registers.png
The bar under the picture is 50 µm long. Other sequential cells in the stronger gray, the rest of the logic in the fainter gray.
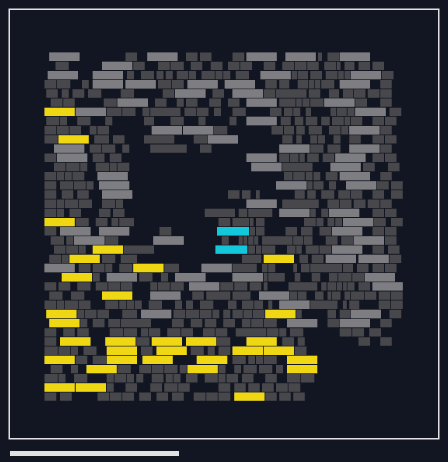
final_clocks.png
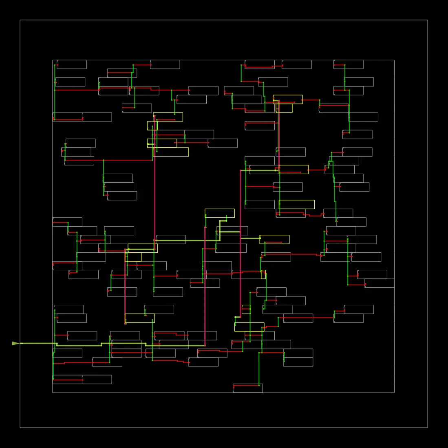
$ cat config.mk
export PLATFORM = sky130hd
export DESIGN_NAME = lsu_dmem_port_flat
export DESIGN_NICKNAME = d
export VERILOG_FILES = /design/src/rtl/lsu_dmem_port_if.sv /design/src/rtl/lsu_dmem_port.sv /design/src/flat_wrapper.sv
export SDC_FILE = /design/constraint.sdc
export NUM_CORES = 1
export LEC_CHECK = 0
export CAP_MARGIN = 0
export CORE_MARGIN = 10
export CORE_UTILIZATION = 43
export CTS_CLUSTER_DIAMETER = 60
export DETAILED_ROUTE_END_ITERATION = 8
export PLACE_DENSITY = 0.85
export SYNTH_ARGS = -nofsm -noshare
export SYNTH_HDL_FRONTEND = slang
export SYNTH_SLANG_ARGS = --single-unit
$ cat constraint.sdc
create_clock -name clk -period 2.28 [get_ports clk]
set_clock_uncertainty 0.05 [all_clocks]
set_input_delay 0.228 -clock clk [delete_from_list [all_inputs] [get_ports clk]]
set_output_delay 0.228 -clock clk [all_outputs]
set_load 0.01 [all_outputs]
$ cat src/rtl/lsu_dmem_port_if.sv
// Request/response and dmem signals of the load/store port, one bundle for both sides.
// slave = the LSU itself, master = pipeline stage plus data memory.
// Latency and backpressure are defined by lsu_dmem_port; this file only groups wires.
interface lsu_dmem_port_if #(
    parameter int ADDR_W = 32
);
    logic              req_valid;
    logic              req_ready;
    logic              req_we;
    logic [1:0]        req_size;
    logic              req_unsigned;
    logic [ADDR_W-1:0] req_addr;
    logic [31:0]       req_wdata;
    logic              resp_valid;
    logic [31:0]       resp_rdata;
    logic              resp_err;
    logic              mem_we;
    logic [ADDR_W-1:0] mem_a;
    logic [31:0]       mem_wd;
    logic [31:0]       mem_rd;

    modport slave (
        input  req_valid, req_we, req_size, req_unsigned, req_addr, req_wdata, mem_rd,
        output req_ready, resp_valid, resp_rdata, resp_err, mem_we, mem_a, mem_wd
    );

    modport master (
        output req_valid, req_we, req_size, req_unsigned, req_addr, req_wdata, mem_rd,
        input  req_ready, resp_valid, resp_rdata, resp_err, mem_we, mem_a, mem_wd
    );
endinterface

$ cat src/rtl/lsu_dmem_port.sv
// MIPS load/store unit onto a word-wide dmem: lane extract, sign/zero extend, align check, sb/sh RMW.
// Latency: response 1 cycle after accept (error), 2 (load/sw), 3 (sb/sh when LSU_SUBWORD_STORE_EN).
// Backpressure: req_ready only in IDLE; one request in flight. Without LSU_SUBWORD_STORE_EN sb/sh are errors.
module lsu_dmem_port #(
    parameter int ADDR_W = 32
) (
    input  logic              clk,
    input  logic              rst_n,
    lsu_dmem_port_if.slave    bus
);
    typedef enum logic [2:0] {
        ST_IDLE   = 3'd0,
        ST_ACCESS = 3'd1,
`ifdef LSU_SUBWORD_STORE_EN
        ST_READ   = 3'd2,
        ST_WRITE  = 3'd3,
`endif
        ST_RESP   = 3'd4
    } state_t;

    state_t            state_q, state_d;
    logic [ADDR_W-1:0] addr_q;
    logic [31:0]       wdata_q;
    logic [1:0]        size_q;
    logic              uns_q;
    logic              we_q;
    logic              err_q;
    logic [31:0]       rdata_q;

    logic              accept;
    logic              req_err;
    logic              req_ready;
    logic              resp_valid;
    logic              mem_we;
    logic [ADDR_W-1:0] mem_a;
    logic [31:0]       mem_wd;
    logic [31:0]       load_val;
    logic [7:0]        lane_b;
    logic [15:0]       lane_h;
    logic [ADDR_W-1:0] word_addr;

    assign word_addr = {addr_q[ADDR_W-1:2], 2'b00};

    always_comb begin
        req_err = (bus.req_size == 2'b11)
               || (bus.req_size == 2'b01 && bus.req_addr[0])
               || (bus.req_size == 2'b10 && bus.req_addr[1:0] != 2'b00);
`ifndef LSU_SUBWORD_STORE_EN
        if (bus.req_we && bus.req_size != 2'b10) req_err = 1'b1;
`endif
    end

    always_comb begin
        lane_b   = bus.mem_rd[{addr_q[1:0], 3'b000} +: 8];
        lane_h   = bus.mem_rd[{addr_q[1], 4'b0000} +: 16];
        case (size_q)
            2'b00:   load_val = {{24{~uns_q & lane_b[7]}}, lane_b};
            2'b01:   load_val = {{16{~uns_q & lane_h[15]}}, lane_h};
            default: load_val = bus.mem_rd;
        endcase
    end

`ifdef LSU_SUBWORD_STORE_EN
    logic [31:0] merged;
    always_comb begin
        merged = bus.mem_rd;
        if (size_q == 2'b00) merged[{addr_q[1:0], 3'b000} +: 8]  = wdata_q[7:0];
        else                 merged[{addr_q[1], 4'b0000} +: 16] = wdata_q[15:0];
    end
`endif

    always_comb begin
        state_d    = state_q;
        accept     = 1'b0;
        req_ready  = 1'b0;
        resp_valid = 1'b0;
        mem_we     = 1'b0;
        mem_a      = '0;
        mem_wd     = '0;
        case (state_q)
            ST_IDLE: begin
                req_ready = rst_n;
                if (bus.req_valid && rst_n) begin
                    accept = 1'b1;
                    if (req_err) state_d = ST_RESP;
`ifdef LSU_SUBWORD_STORE_EN
                    else if (bus.req_we && bus.req_size != 2'b10) state_d = ST_READ;
`endif
                    else state_d = ST_ACCESS;
                end
            end
            ST_ACCESS: begin
                mem_a   = word_addr;
                mem_we  = we_q;
                mem_wd  = we_q ? wdata_q : 32'h0;
                state_d = ST_RESP;
            end
`ifdef LSU_SUBWORD_STORE_EN
            ST_READ: begin
                mem_a   = word_addr;
                state_d = ST_WRITE;
            end
            ST_WRITE: begin
                mem_a   = word_addr;
                mem_we  = 1'b1;
                mem_wd  = wdata_q;
                state_d = ST_RESP;
            end
`endif
            ST_RESP: begin
                resp_valid = 1'b1;
                state_d    = ST_IDLE;
            end
            default: state_d = ST_IDLE;
        endcase
    end

    always_ff @(posedge clk or negedge rst_n) begin
        if (!rst_n) state_q <= ST_IDLE;
        else        state_q <= state_d;
    end

    // wdata_q doubles as the merged word once the READ edge has captured it.
    always_ff @(posedge clk or negedge rst_n) begin
        if (!rst_n) begin
            addr_q  <= '0;
            wdata_q <= '0;
            size_q  <= '0;
            uns_q   <= 1'b0;
            we_q    <= 1'b0;
            err_q   <= 1'b0;
            rdata_q <= '0;
        end else begin
            if (accept) begin
                addr_q  <= bus.req_addr;
                wdata_q <= bus.req_wdata;
                size_q  <= bus.req_size;
                uns_q   <= bus.req_unsigned;
                we_q    <= bus.req_we;
                err_q   <= req_err;
                rdata_q <= '0;
            end
            if (state_q == ST_ACCESS && !we_q) rdata_q <= load_val;
`ifdef LSU_SUBWORD_STORE_EN
            if (state_q == ST_READ) wdata_q <= merged;
`endif
            if (state_q == ST_RESP) begin
                rdata_q <= '0;
                err_q   <= 1'b0;
            end
        end
    end

    assign bus.req_ready  = req_ready;
    assign bus.resp_valid = resp_valid;
    assign bus.resp_rdata = rdata_q;
    assign bus.resp_err   = err_q;
    assign bus.mem_we     = mem_we;
    assign bus.mem_a      = mem_a;
    assign bus.mem_wd     = mem_wd;
endmodule

$ cat src/flat_wrapper.sv
// flat-port wrapper written by rule: the top's interface ports become plain ports
module lsu_dmem_port_flat 
#(
    parameter int ADDR_W = 32
)
  (clk, rst_n, bus_req_valid, bus_req_we, bus_req_size, bus_req_unsigned, bus_req_addr, bus_req_wdata, bus_mem_rd, bus_req_ready, bus_resp_valid, bus_resp_rdata, bus_resp_err, bus_mem_we, bus_mem_a, bus_mem_wd);
  lsu_dmem_port_if #(.ADDR_W(ADDR_W)) bus_i ();
  input  logic clk;
  input  logic rst_n;
  input wire logic [$bits(bus_i.req_valid)-1:0] bus_req_valid;
  input wire logic [$bits(bus_i.req_we)-1:0] bus_req_we;
  input wire logic [$bits(bus_i.req_size)-1:0] bus_req_size;
  input wire logic [$bits(bus_i.req_unsigned)-1:0] bus_req_unsigned;
  input wire logic [$bits(bus_i.req_addr)-1:0] bus_req_addr;
  input wire logic [$bits(bus_i.req_wdata)-1:0] bus_req_wdata;
  input wire logic [$bits(bus_i.mem_rd)-1:0] bus_mem_rd;
  output wire logic [$bits(bus_i.req_ready)-1:0] bus_req_ready;
  output wire logic [$bits(bus_i.resp_valid)-1:0] bus_resp_valid;
  output wire logic [$bits(bus_i.resp_rdata)-1:0] bus_resp_rdata;
  output wire logic [$bits(bus_i.resp_err)-1:0] bus_resp_err;
  output wire logic [$bits(bus_i.mem_we)-1:0] bus_mem_we;
  output wire logic [$bits(bus_i.mem_a)-1:0] bus_mem_a;
  output wire logic [$bits(bus_i.mem_wd)-1:0] bus_mem_wd;
  assign bus_i.req_valid = bus_req_valid;
  assign bus_i.req_we = bus_req_we;
  assign bus_i.req_size = bus_req_size;
  assign bus_i.req_unsigned = bus_req_unsigned;
  assign bus_i.req_addr = bus_req_addr;
  assign bus_i.req_wdata = bus_req_wdata;
  assign bus_i.mem_rd = bus_mem_rd;
  assign bus_req_ready = bus_i.req_ready;
  assign bus_resp_valid = bus_i.resp_valid;
  assign bus_resp_rdata = bus_i.resp_rdata;
  assign bus_resp_err = bus_i.resp_err;
  assign bus_mem_we = bus_i.mem_we;
  assign bus_mem_a = bus_i.mem_a;
  assign bus_mem_wd = bus_i.mem_wd;
  lsu_dmem_port #(.ADDR_W(ADDR_W)) u_core (.clk(clk), .rst_n(rst_n), .bus(bus_i));
endmodule
==> metrics.log <==
[report] implementation figures
INFO  metric status = finished, final reports clean
INFO  metric synthesis.instances = 390
INFO  metric worstSetupPathType = flop to primary output
INFO  metric worstPathArrival = 1.93 ns
INFO  metric post_drt_wl_per_cell = 20.4 µm
INFO  metric floorplan.die.height = approximately 130 µm
INFO  metric worstPathCellList = nor2b_4 -> buf_8 -> and3_1 -> clkdlybuf4s50_1
INFO  metric cts_root_buf = clkbuf_16
INFO  metric fin_area = 7400 µm²
INFO  metric crit_path_max_fanout = 27
INFO  metric cts-buffers-inserted = 9
INFO  metric synthesis.area = ~4900 µm²
INFO  metric path_clk_slew = 0.07 ns
INFO  metric detail_route.first_pass.iterations = 4
INFO  metric max_freq = 452 MHz
INFO  metric stdcell_count = 729
INFO  metric netlist.area_leader.share = between 50 and 60%
INFO  metric timing.max_slew.rel_slack = 44.2%
INFO  metric chip_area = 16,100 µm²
INFO  metric crit_path_max_incr_delay = between 0.5 and 0.6 ns
INFO  metric drive_above_1_share = 19.5%
INFO  metric ctsLongestPathBuffers = 2
INFO  metric number_of_synthesis_warnings = 0
INFO  metric ys_cells = 390
INFO  metric report.final.hold_viol_count = 0
INFO  metric grt-busiest-layer = met2
INFO  metric seq_area_frac_synth = 52.6%
INFO  metric maxCapViolCount = 0
INFO  metric critical_path.endpoint_type = primary output
INFO  metric ant_nets = 0
INFO  metric io_pins = 203
INFO  metric grt_pass1_vias = 4,346
INFO  metric placed_area = between 7000 and 8000 µm²
INFO  metric tightest_slew = 0.833 ns
INFO  metric synthesis.area_per_instance = between 10 and 15 µm²
INFO  metric p_leak = 0.00322 µW
INFO  metric numClockSinks = 103
INFO  metric top_signal_layer_used = met4
INFO  metric crit_slowest_cell = clkdlybuf4s50_1
INFO  metric vias_per_cell = 5.40
INFO  metric grt_pass1_wl = 23,700 µm
INFO  metric layout_stage_area_growth_over_the_synthesis_result = 51.2%
INFO  metric final_layout_worst_hold_slack = 0.215 ns
INFO  metric nNetsFinal = 687
INFO  metric design.core.area = ~11,000 µm²
INFO  metric ys_types = 39
INFO  metric route.met2.wl = between 7000 and 8000 µm
INFO  metric route.vias.total = between 3,000 and 4,000
-- registers.png (at the start) --
[cyan] `u_core.state_q` | sequential cells: 2
[yellow] `u_core.addr_q` | sequential cells: 32
not colored: 69
register area: 2580 µm²
proportion of cell area occupied by registers: 34.9%

-- final_clocks.png (at the start) --
Clock Latency Late Sink: 0.35 ns
Power Clock: 1710 µW

[cells in the mapped netlist]
cell / count
o211ai_1: 1
and2_4: 1
nor2_1: 4
buf_2: 11
buf_4: 3
o21bai_1: 1
mux2i_1: 7
buf_1: 1
a21boi_0: 8
nand3b_1: 1
nor3_2: 1
and2_1: 38
buf_6: 4
dfrtp_1: 103
a221o_1: 16
nor4_1: 1
nand3_1: 1
nor2b_1: 2
and3_1: 32
nor4b_1: 1
inv_1: 3
a22o_1: 1
nor4b_4: 1
conb_1: 1
mux2_2: 75
a41o_1: 1
o21ai_0: 18
a221oi_4: 1
nor3b_1: 2
mux2i_4: 1
nor3_1: 1
nor2b_4: 2
clkbuf_1: 13
o2bb2ai_1: 15
a21oi_1: 3
a211oi_1: 1
buf_8: 1
nand2b_1: 8
nand2_1: 5
[power breakdown]
group	leakage, µW	total, µW	internal (µW)	switching [µW]
Combinational	0.00178	1070	634	441
Clock	0.000159	1710	1030	678
Sequential	0.00128	2280	2100	172
[worst max-delay path, delay by kind of cell (launching register included)]
| family | cells | cell delay [ns] |
|---|---|---|
| buf+inv | 2 | 0.75 |
| flops | 1 | 0.46 |
| simple gates | 2 | 0.35 |
[final cells by class]
cell class                      instances  area [µm²]
Tap cell                              140         175
Timing Repair Buffer                  215        2170
Inverter                                3        11.3
Clock buffer                           12         256
Clock inverter                          4        76.3
Multi-Input combinational cell        252        2130
Sequential cell                       103        2580
Fill cell                             806        3580
[stage by stage]
stage                     setup WS [ns]  setup TNS (ns)  utilization [%]  total power (µW)
after CTS                       0.00404               0             67.1              5090
after global routing           -0.00656         -0.0142             67.4              5300
after global placement            0.269               0             63.9              3330
after detailed placement          0.169               0             63.9              3380
after floorplan                   0.562               0                -              2860
final                            0.0688               0             67.4              5060
[layout by cell type (no fill, tap or decap), types with 3 or more instances in the layout]
cell type | netlist | final
buf_12 | 0 | 3
nor2_1 | 4 | 3
buf_4 | 3 | 11
a21oi_1 | 3 | 3
and3_1 | 32 | 32
mux2_2 | 75 | 75
o2bb2ai_1 | 15 | 15
clkbuf_16 | 0 | 9
and2_1 | 38 | 38
a21boi_0 | 8 | 8
dlymetal6s2s_1 | 0 | 5
mux2i_1 | 7 | 7
a221o_1 | 16 | 16
clkdlybuf4s50_1 | 0 | 194
inv_1 | 3 | 3
nand2_1 | 5 | 5
o21ai_0 | 18 | 18
nand2b_1 | 8 | 8
dfrtp_1 | 103 | 101
[worst paths after layout]
path | startpoint | slack [ns] | end | depth (start not counted)
min | rst_n | 0.22 | u_core.state_q[2] | 2
min in group clk | bus_req_addr[1] | 0.44 | u_core.addr_q[1] | 3
max in group asynchronous | rst_n | 0.46 | u_core.wdata_q[24] | 4
max | u_core.state_q[2] | 0.07 | bus_mem_wd[7] | 4
min reg2reg | u_core.bus.resp_rdata[4] | 0.44 | u_core.bus.resp_rdata[4] | 1
max reg2reg | u_core.state_q[2] | 0.21 | u_core.bus.resp_rdata[17] | 5
[cell families (layout without fill, tap and decap cells)]
family	count (synthesis)	after routing	share of synthesized area, %
and+or+nand+nor	101	101	13.3
buffers and inverters	36	234	4.11
other	1	2	0.0766
muxes	83	83	19.1
AOI/OAI and AO/OA	66	66	10.7
DFF	103	103	52.6
No activity file was given, so power comes from the tool's default toggle rates.
